==> src/rtl/ddr4_cmd_scheduler.sv <==
// Open-page DDR4 command scheduler: one request port, 8 banks (2 BG x 4 BA), PRE/ACT/RD/WR
// sequencing with tRCD/tRP/tRAS spacing and periodic precharge-all + auto-refresh.
module ddr4_cmd_scheduler #(
  parameter int T_RCD  = 4,
  parameter int T_RP   = 4,
  parameter int T_RAS  = 10,
  parameter int T_RFC  = 20,
  parameter int T_REFI = 780
) (
  input  logic        clk_i,
  input  logic        reset_n_i,
  input  logic        req_valid_i,
  output logic        req_ready_o,
  input  logic        req_we_i,
  input  logic        req_bg_i,
  input  logic [1:0]  req_ba_i,
  input  logic [16:0] req_row_i,
  input  logic [9:0]  req_col_i,
  output logic        act_n_o,
  output logic        ras_n_a16_o,
  output logic        cas_n_a15_o,
  output logic        we_n_a14_o,
  output logic        bank_group_select_o,
  output logic [1:0]  bank_select_o,
  output logic [16:0] cmd_addr_o,
  output logic        refresh_o,
  output logic        ref_overrun_o
);
  localparam int WW  = $clog2(T_RCD + T_RP + T_RFC + 1);
  localparam int TW  = $clog2(T_RAS + 1);
  localparam int RFW = $clog2(T_REFI + 1);

  typedef enum logic [3:0] {
    S_IDLE, S_PRE, S_PRE_WAIT, S_ACT, S_ACT_WAIT,
    S_RW, S_PREA, S_PREA_WAIT, S_REF, S_REF_WAIT
  } state_e;

  state_e          state_q, state_d;
  logic [WW-1:0]   wait_q, wait_d;
  logic [7:0]      open_q, open_d;
  logic [16:0]     row_q [8];
  logic [16:0]     row_d [8];
  logic [TW-1:0]   tras_q [8];
  logic [TW-1:0]   tras_d [8];
  logic [RFW-1:0]  refi_q, refi_d;
  logic            pending_q, pending_d;
  logic            overrun_q, overrun_d;
  logic [3:0]      cmd_q, cmd_d;
  logic            bg_q, bg_d;
  logic [1:0]      ba_q, ba_d;
  logic [16:0]     addr_q, addr_d;
  logic            ready_q, ready_d;
  logic            refresh_q, refresh_d;

  logic [2:0]      bank_idx;
  logic            row_hit;
  logic            tras_idle;
  logic            refi_expire;

  assign bank_idx    = {req_bg_i, req_ba_i};
  assign row_hit     = open_q[bank_idx] && (row_q[bank_idx] == req_row_i);
  assign refi_expire = (refi_q == RFW'(T_REFI - 1));

  // All-banks tRAS clear, gating precharge-all
  always_comb begin
    tras_idle = 1'b1;
    for (int i = 0; i < 8; i++) begin
      tras_idle = tras_idle & (tras_q[i] == '0);
    end
  end

  // Next-state logic; wait counters are loaded with (length - 2) on entry
  always_comb begin
    state_d = state_q;
    wait_d  = wait_q;
    case (state_q)
      S_IDLE: begin
        if (pending_q) begin
          if (open_q == 8'h00)  state_d = S_REF;
          else if (tras_idle)   state_d = S_PREA;
          else                  state_d = S_IDLE;
        end else if (req_valid_i) begin
          if (row_hit)                        state_d = S_RW;
          else if (!open_q[bank_idx])         state_d = S_ACT;
          else if (tras_q[bank_idx] == '0)    state_d = S_PRE;
          else                                state_d = S_IDLE;
        end else begin
          state_d = S_IDLE;
        end
      end
      S_PRE:       begin state_d = S_PRE_WAIT;  wait_d = WW'(T_RP - 2);  end
      S_ACT:       begin state_d = S_ACT_WAIT;  wait_d = WW'(T_RCD - 2); end
      S_PREA:      begin state_d = S_PREA_WAIT; wait_d = WW'(T_RP - 2);  end
      S_REF:       begin state_d = S_REF_WAIT;  wait_d = WW'(T_RFC - 2); end
      S_RW:        state_d = S_IDLE;
      S_PRE_WAIT:  if (wait_q == '0) state_d = S_ACT;  else wait_d = wait_q - WW'(1);
      S_ACT_WAIT:  if (wait_q == '0) state_d = S_RW;   else wait_d = wait_q - WW'(1);
      S_PREA_WAIT: if (wait_q == '0) state_d = S_REF;  else wait_d = wait_q - WW'(1);
      S_REF_WAIT:  if (wait_q == '0) state_d = S_IDLE; else wait_d = wait_q - WW'(1);
      default:     state_d = S_IDLE;
    endcase
  end

  // Bank bookkeeping follows the command being registered this edge
  always_comb begin
    open_d = open_q;
    row_d  = row_q;
    for (int i = 0; i < 8; i++) begin
      tras_d[i] = (tras_q[i] != '0) ? (tras_q[i] - TW'(1)) : tras_q[i];
    end
    if (state_d == S_ACT) begin
      open_d[bank_idx] = 1'b1;
      row_d[bank_idx]  = req_row_i;
      tras_d[bank_idx] = TW'(T_RAS - 1);
    end else if (state_d == S_PRE) begin
      open_d[bank_idx] = 1'b0;
    end else if ((state_d == S_PREA) || (state_d == S_REF)) begin
      open_d = 8'h00;
    end else begin
      open_d = open_q;
    end
  end

  // Refresh interval timer, pending flag and sticky overrun
  always_comb begin
    refi_d    = refi_expire ? '0 : (refi_q + RFW'(1));
    overrun_d = overrun_q | (refi_expire & pending_q & (state_d != S_REF));
    if (refi_expire)            pending_d = 1'b1;
    else if (state_d == S_REF)  pending_d = 1'b0;
    else                        pending_d = pending_q;
  end

  // Command pins for the state being entered; NOP everywhere else
  always_comb begin
    cmd_d     = 4'b1111;
    bg_d      = 1'b0;
    ba_d      = 2'b00;
    addr_d    = 17'h00000;
    ready_d   = 1'b0;
    refresh_d = 1'b0;
    case (state_d)
      S_ACT: begin
        cmd_d  = {1'b0, req_row_i[16:14]};
        bg_d   = req_bg_i;
        ba_d   = req_ba_i;
        addr_d = req_row_i;
      end
      S_RW: begin
        cmd_d   = {3'b110, ~req_we_i};
        bg_d    = req_bg_i;
        ba_d    = req_ba_i;
        addr_d  = {7'b0000000, req_col_i};
        ready_d = 1'b1;
      end
      S_PRE: begin
        cmd_d = 4'b1010;
        bg_d  = req_bg_i;
        ba_d  = req_ba_i;
      end
      S_PREA: begin
        cmd_d  = 4'b1010;
        addr_d = 17'h00400;
      end
      S_REF: begin
        cmd_d     = 4'b1001;
        refresh_d = 1'b1;
      end
      default: cmd_d = 4'b1111;
    endcase
  end

  // State and output registers
  always_ff @(posedge clk_i or negedge reset_n_i) begin
    if (!reset_n_i) begin
      state_q   <= S_IDLE;
      wait_q    <= '0;
      open_q    <= 8'h00;
      refi_q    <= '0;
      pending_q <= 1'b0;
      overrun_q <= 1'b0;
      cmd_q     <= 4'b1111;
      bg_q      <= 1'b0;
      ba_q      <= 2'b00;
      addr_q    <= 17'h00000;
      ready_q   <= 1'b0;
      refresh_q <= 1'b0;
      for (int i = 0; i < 8; i++) begin
        row_q[i]  <= 17'h00000;
        tras_q[i] <= '0;
      end
    end else begin
      state_q   <= state_d;
      wait_q    <= wait_d;
      open_q    <= open_d;
      refi_q    <= refi_d;
      pending_q <= pending_d;
      overrun_q <= overrun_d;
      cmd_q     <= cmd_d;
      bg_q      <= bg_d;
      ba_q      <= ba_d;
      addr_q    <= addr_d;
      ready_q   <= ready_d;
      refresh_q <= refresh_d;
      for (int i = 0; i < 8; i++) begin
        row_q[i]  <= row_d[i];
        tras_q[i] <= tras_d[i];
      end
    end
  end

  assign {act_n_o, ras_n_a16_o, cas_n_a15_o, we_n_a14_o} = cmd_q;
  assign bank_group_select_o = bg_q;
  assign bank_select_o       = ba_q;
  assign cmd_addr_o          = addr_q;
  assign req_ready_o         = ready_q;
  assign refresh_o           = refresh_q;
  assign ref_overrun_o       = overrun_q;

  ddr4_cmd_scheduler_chk u_chk (
    .clk_i       (clk_i),
    .reset_n_i   (reset_n_i),
    .req_valid_i (req_valid_i),
    .req_ready_i (ready_q),
    .req_we_i    (req_we_i),
    .req_bg_i    (req_bg_i),
    .req_ba_i    (req_ba_i),
    .req_row_i   (req_row_i),
    .req_col_i   (req_col_i)
  );
endmodule

// Request-port protocol checker: fields must hold while a request waits for req_ready.
module ddr4_cmd_scheduler_chk (
  input logic        clk_i,
  input logic        reset_n_i,
  input logic        req_valid_i,
  input logic        req_ready_i,
  input logic        req_we_i,
  input logic        req_bg_i,
  input logic [1:0]  req_ba_i,
  input logic [16:0] req_row_i,
  input logic [9:0]  req_col_i
);
  a_req_stable: assert property (@(posedge clk_i) disable iff (!reset_n_i)
    (req_valid_i && !req_ready_i && $past(req_valid_i) && !$past(req_ready_i))
      |-> $stable({req_we_i, req_bg_i, req_ba_i, req_row_i, req_col_i}));
endmodule
==> config.mk <==
export PLATFORM = sky130hd
export DESIGN_NAME = ddr4_cmd_scheduler
export DESIGN_NICKNAME = d
export VERILOG_FILES = /design/src/rtl/ddr4_cmd_scheduler.sv
export SDC_FILE = /design/constraint.sdc
export NUM_CORES = 1
export LEC_CHECK = 0
export ABC_AREA = 1
export ABC_CLOCK_PERIOD_IN_PS = 4400
export CORE_MARGIN = 2
export CORE_UTILIZATION = 35
export CTS_BUF_LIST = sky130_fd_sc_hd__clkbuf_8
export DETAILED_ROUTE_END_ITERATION = 8
export SLEW_MARGIN = 30
export SYNTH_ARGS = -nofsm -noshare
export SYNTH_HDL_FRONTEND = slang
export SYNTH_HIERARCHICAL = 1
export SYNTH_SLANG_ARGS = --single-unit
==> constraint.sdc <==
create_clock -name clk_i -period 4.4 [get_ports clk_i]
set_clock_uncertainty 0.1 [all_clocks]
set_input_delay 1.1 -clock clk_i [delete_from_list [all_inputs] [get_ports clk_i]]
set_output_delay 1.1 -clock clk_i [all_outputs]
set_load 0.02 [all_outputs]
==> CHANGELOG.md <==
## Flow update

* CP Class: in -> reg
* Clock-pin transition on the worst setup and hold timing paths at 0.06 ns
* Logic family by area: simple AND/OR/NAND/NOR gates
* Number of enable flip-flop cells at 0
* Hold Startpoint: refi_q[0]
* Vias/cell at 4.82
* Met2 Wirelength at 12900 µm
* Post-Place Cells at 1888
* Final net count at 1574
* Initial Util at 0.354
* Fin crit period at 3.84 ns
* Critical Path Slowest Stage Cell: clkdlybuf4s50_1
* Final setup fails at 0
* DR vias at 9399
* Maxcap violations at 0
* Num CTS Buffers at 38
* Setup WS post-layout at 0.559 ns
* Tool Warnings at 30
* Async S/R FF share, synth at 1.00
* CP delay by family, top: simple AND/OR/NAND/NOR gates
* First-pass GRT wire length at 47300 µm
* Clock tree buffer depth at 3
* DR top layer: met4
* Crit path DAT at 4.13 ns
* Flops after synth at 223
* Synthesized Nets at 1483
* Nature of the critical path endpoint: flip-flop
* Worst slack, placed at -0.00132 ns
* Core area at 31400 µm²
* Final Hold Fails at 0
* Critical path fanouts, max at 36
* ANT cells at 0
* PostCTS Resize Cnt at 0
* Worst vdd rail ir drop at 0.240 mV
* Wire length per cell at 14.7 µm
* Register-to-Register Setup Slack at 1.11 ns
* Kind of launch point of the worst setup path: primary input
* Antenna Nets Post-Route at 0
* Mux area share at 0
* XOR/XNOR Area Share at 0.0126
* Max stage delay on crit path at 0.59 ns
* Mapped cell area at 11100 µm²
* DRT Pass-1 Iters at 5
* Residual DRC at 0
* Post-synthesis chip area from yosys at 11100 µm²
* Most frequent logic cell in the layout: nand2_1
* Met2 Use GR at 0.278
* Die Y at 182 µm
* Insertion Delay late pin at 0.54 ns
* Complex Gates by Area at 0.109
* Die width at 182 µm
* Post-Synth Simple-Gate Area at 0.272
* Layout cells sized above 1 at 0.0846
* Num rows at 65
* Pwr Density at 578 nW/µm²
* Initial drt markers at 713
* Area contributors post-synth: dfrtp_1 (49%), nand2_1 (17%), inv_1 (5.4%), o21ai_1 (4.6%), o21ai_0 (3.8%)
* Setup TNS at 0 ns
* Crit share post-route at 0.873
* Worst Hold Endpoint: refi_q[0]
* Syn avg cell area at 7.74 µm²
* # port buffers at 60
* Met3 wire len at 1250 µm
* Max-area cell share at 0.493
* Post-Layout Inst Area at 13100 µm²
* Global route total overflow at 0
* TritonCTS clock tree: built
* Reg2Reg Depth at 14
* Post-Synthesis Cells at 1435
* Most numerous logic cells after layout: nand2_1 (515), dfrtp_1 (219), inv_1 (167), o21ai_1 (103), nor2_1 (89)
* Crit Reg-Reg Startpoint: tras_q[12]
* CTS root buf: clkbuf_8
* Min Hold Slack at 0.379 ns
* Gr busiest metal: met2
* CP dominant cell by count: nand2_1
* Dpl hpwl at 19900 µm
* Final cell count without fillers at 1951
* Fillers at 3168
* Grt met3 use at 0.0279
* Yosys cell types at 38
* Slew HR at 0.451
* H-tree depth at 2
* Outcome: complete, no violations
==> how the worst max path moves through the flow <==
stage | start | cells after the start | end | slack (ns)
floorplan | req_ba_i[0] | 21 | row_q[108] | 0.95
global placement | req_bg_i | 22 | row_q[120] | 0.05
detailed placement | req_bg_i | 22 | row_q[134] | -0.001
CTS | req_bg_i | 22 | row_q[134] | 0.55
global route | req_bg_i | 22 | row_q[131] | 0.22
finish | req_ba_i[1] | 20 | row_q[134] | 0.56
==> cells by family (layout without fill, tap and decap cells) <==
family | after synthesis | count (layout)
compound gates | 233 | 233
xor+xnor | 16 | 16
fa+ha+maj | 14 | 14
buf+inv | 218 | 332
flops | 223 | 223
simple gates | 731 | 731
==> registers in the layout, indices dropped and copies added, names as in the netlist <==
register,flops
bank_select_o,2
pending_q,1
refi_q,10
req_ready_o,1
ref_overrun_o,1
cmd_q,4
row_q,136
wait_q,5
state_q,4
open_q,8
refresh_o,1
tras_q,32
bank_group_select_o,1
cmd_addr_o,17
==> area by class of cell <==
cell class | instances | area, µm² | area share
Tap cell | 402 | 503 | 0.0383
Clock buffer | 47 | 647 | 0.0492
Timing Repair Buffer | 106 | 1080 | 0.0825
Multi-Input combinational cell | 994 | 4560 | 0.347
Inverter | 163 | 612 | 0.0466
Sequential cell | 223 | 5590 | 0.425
Clock inverter | 16 | 146 | 0.0111
==> power breakdown <==
group / switching [µW] / internal, µW
sequential: 323 / 2660
clock: 850 / 1130
combinational: 1610 / 1020
==> cell usage after synthesis, drive strengths merged (2+ instances only) <==
cell	count
buf	41
ha	14
nand4	14
dfstp	4
a31oi	5
clkbuf	14
nand2	526
nor4	11
o211ai	11
xor2	15
inv	163
nand3b	2
nand3	64
a21oi	23
a32oi	2
o21ai	188
dfrtp	219
nor2	92
nor3	14
nor3b	2
or2	6
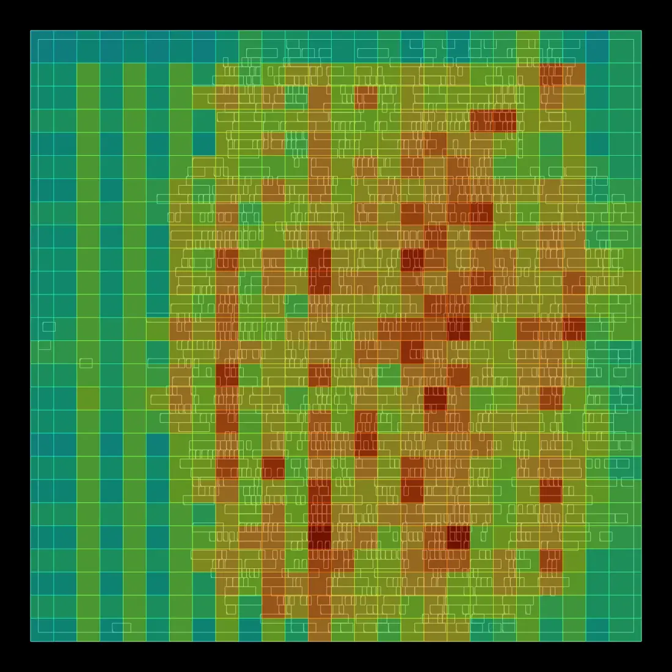
**Above:** track usage over the die.
Core Util, Final: 0.418
All-Layer GR Usage: 0.176

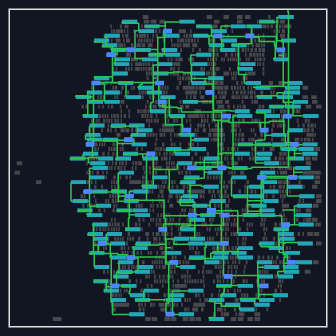
**Above:** routed clock nets over the placement.
[blue] clock drivers | count: 38
[cyan] flip-flops | count: 223
[green] clock wires | length: 3280 µm
routed clock nets: 39
clock power share: 0.261
Clock group: 1980 µW

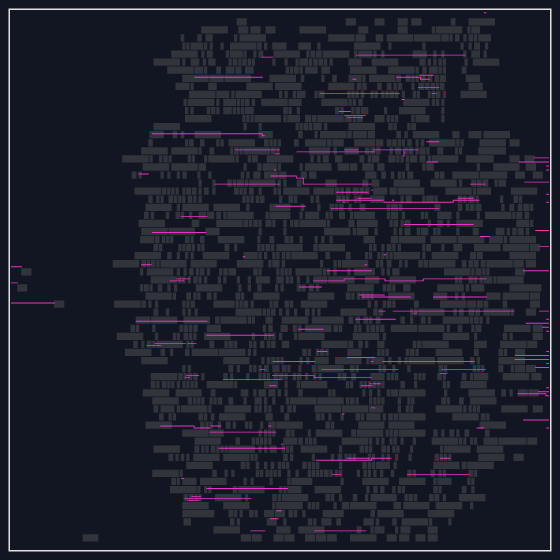
**Above:** signal wires on met3.
nets with wire on the layer: 90
share of all routed wire: 4.4%
main direction: horizontal
wire length on this layer: 1250 µm
longest straight run: 40.7 µm

Power and IR drop assume default switching activity.
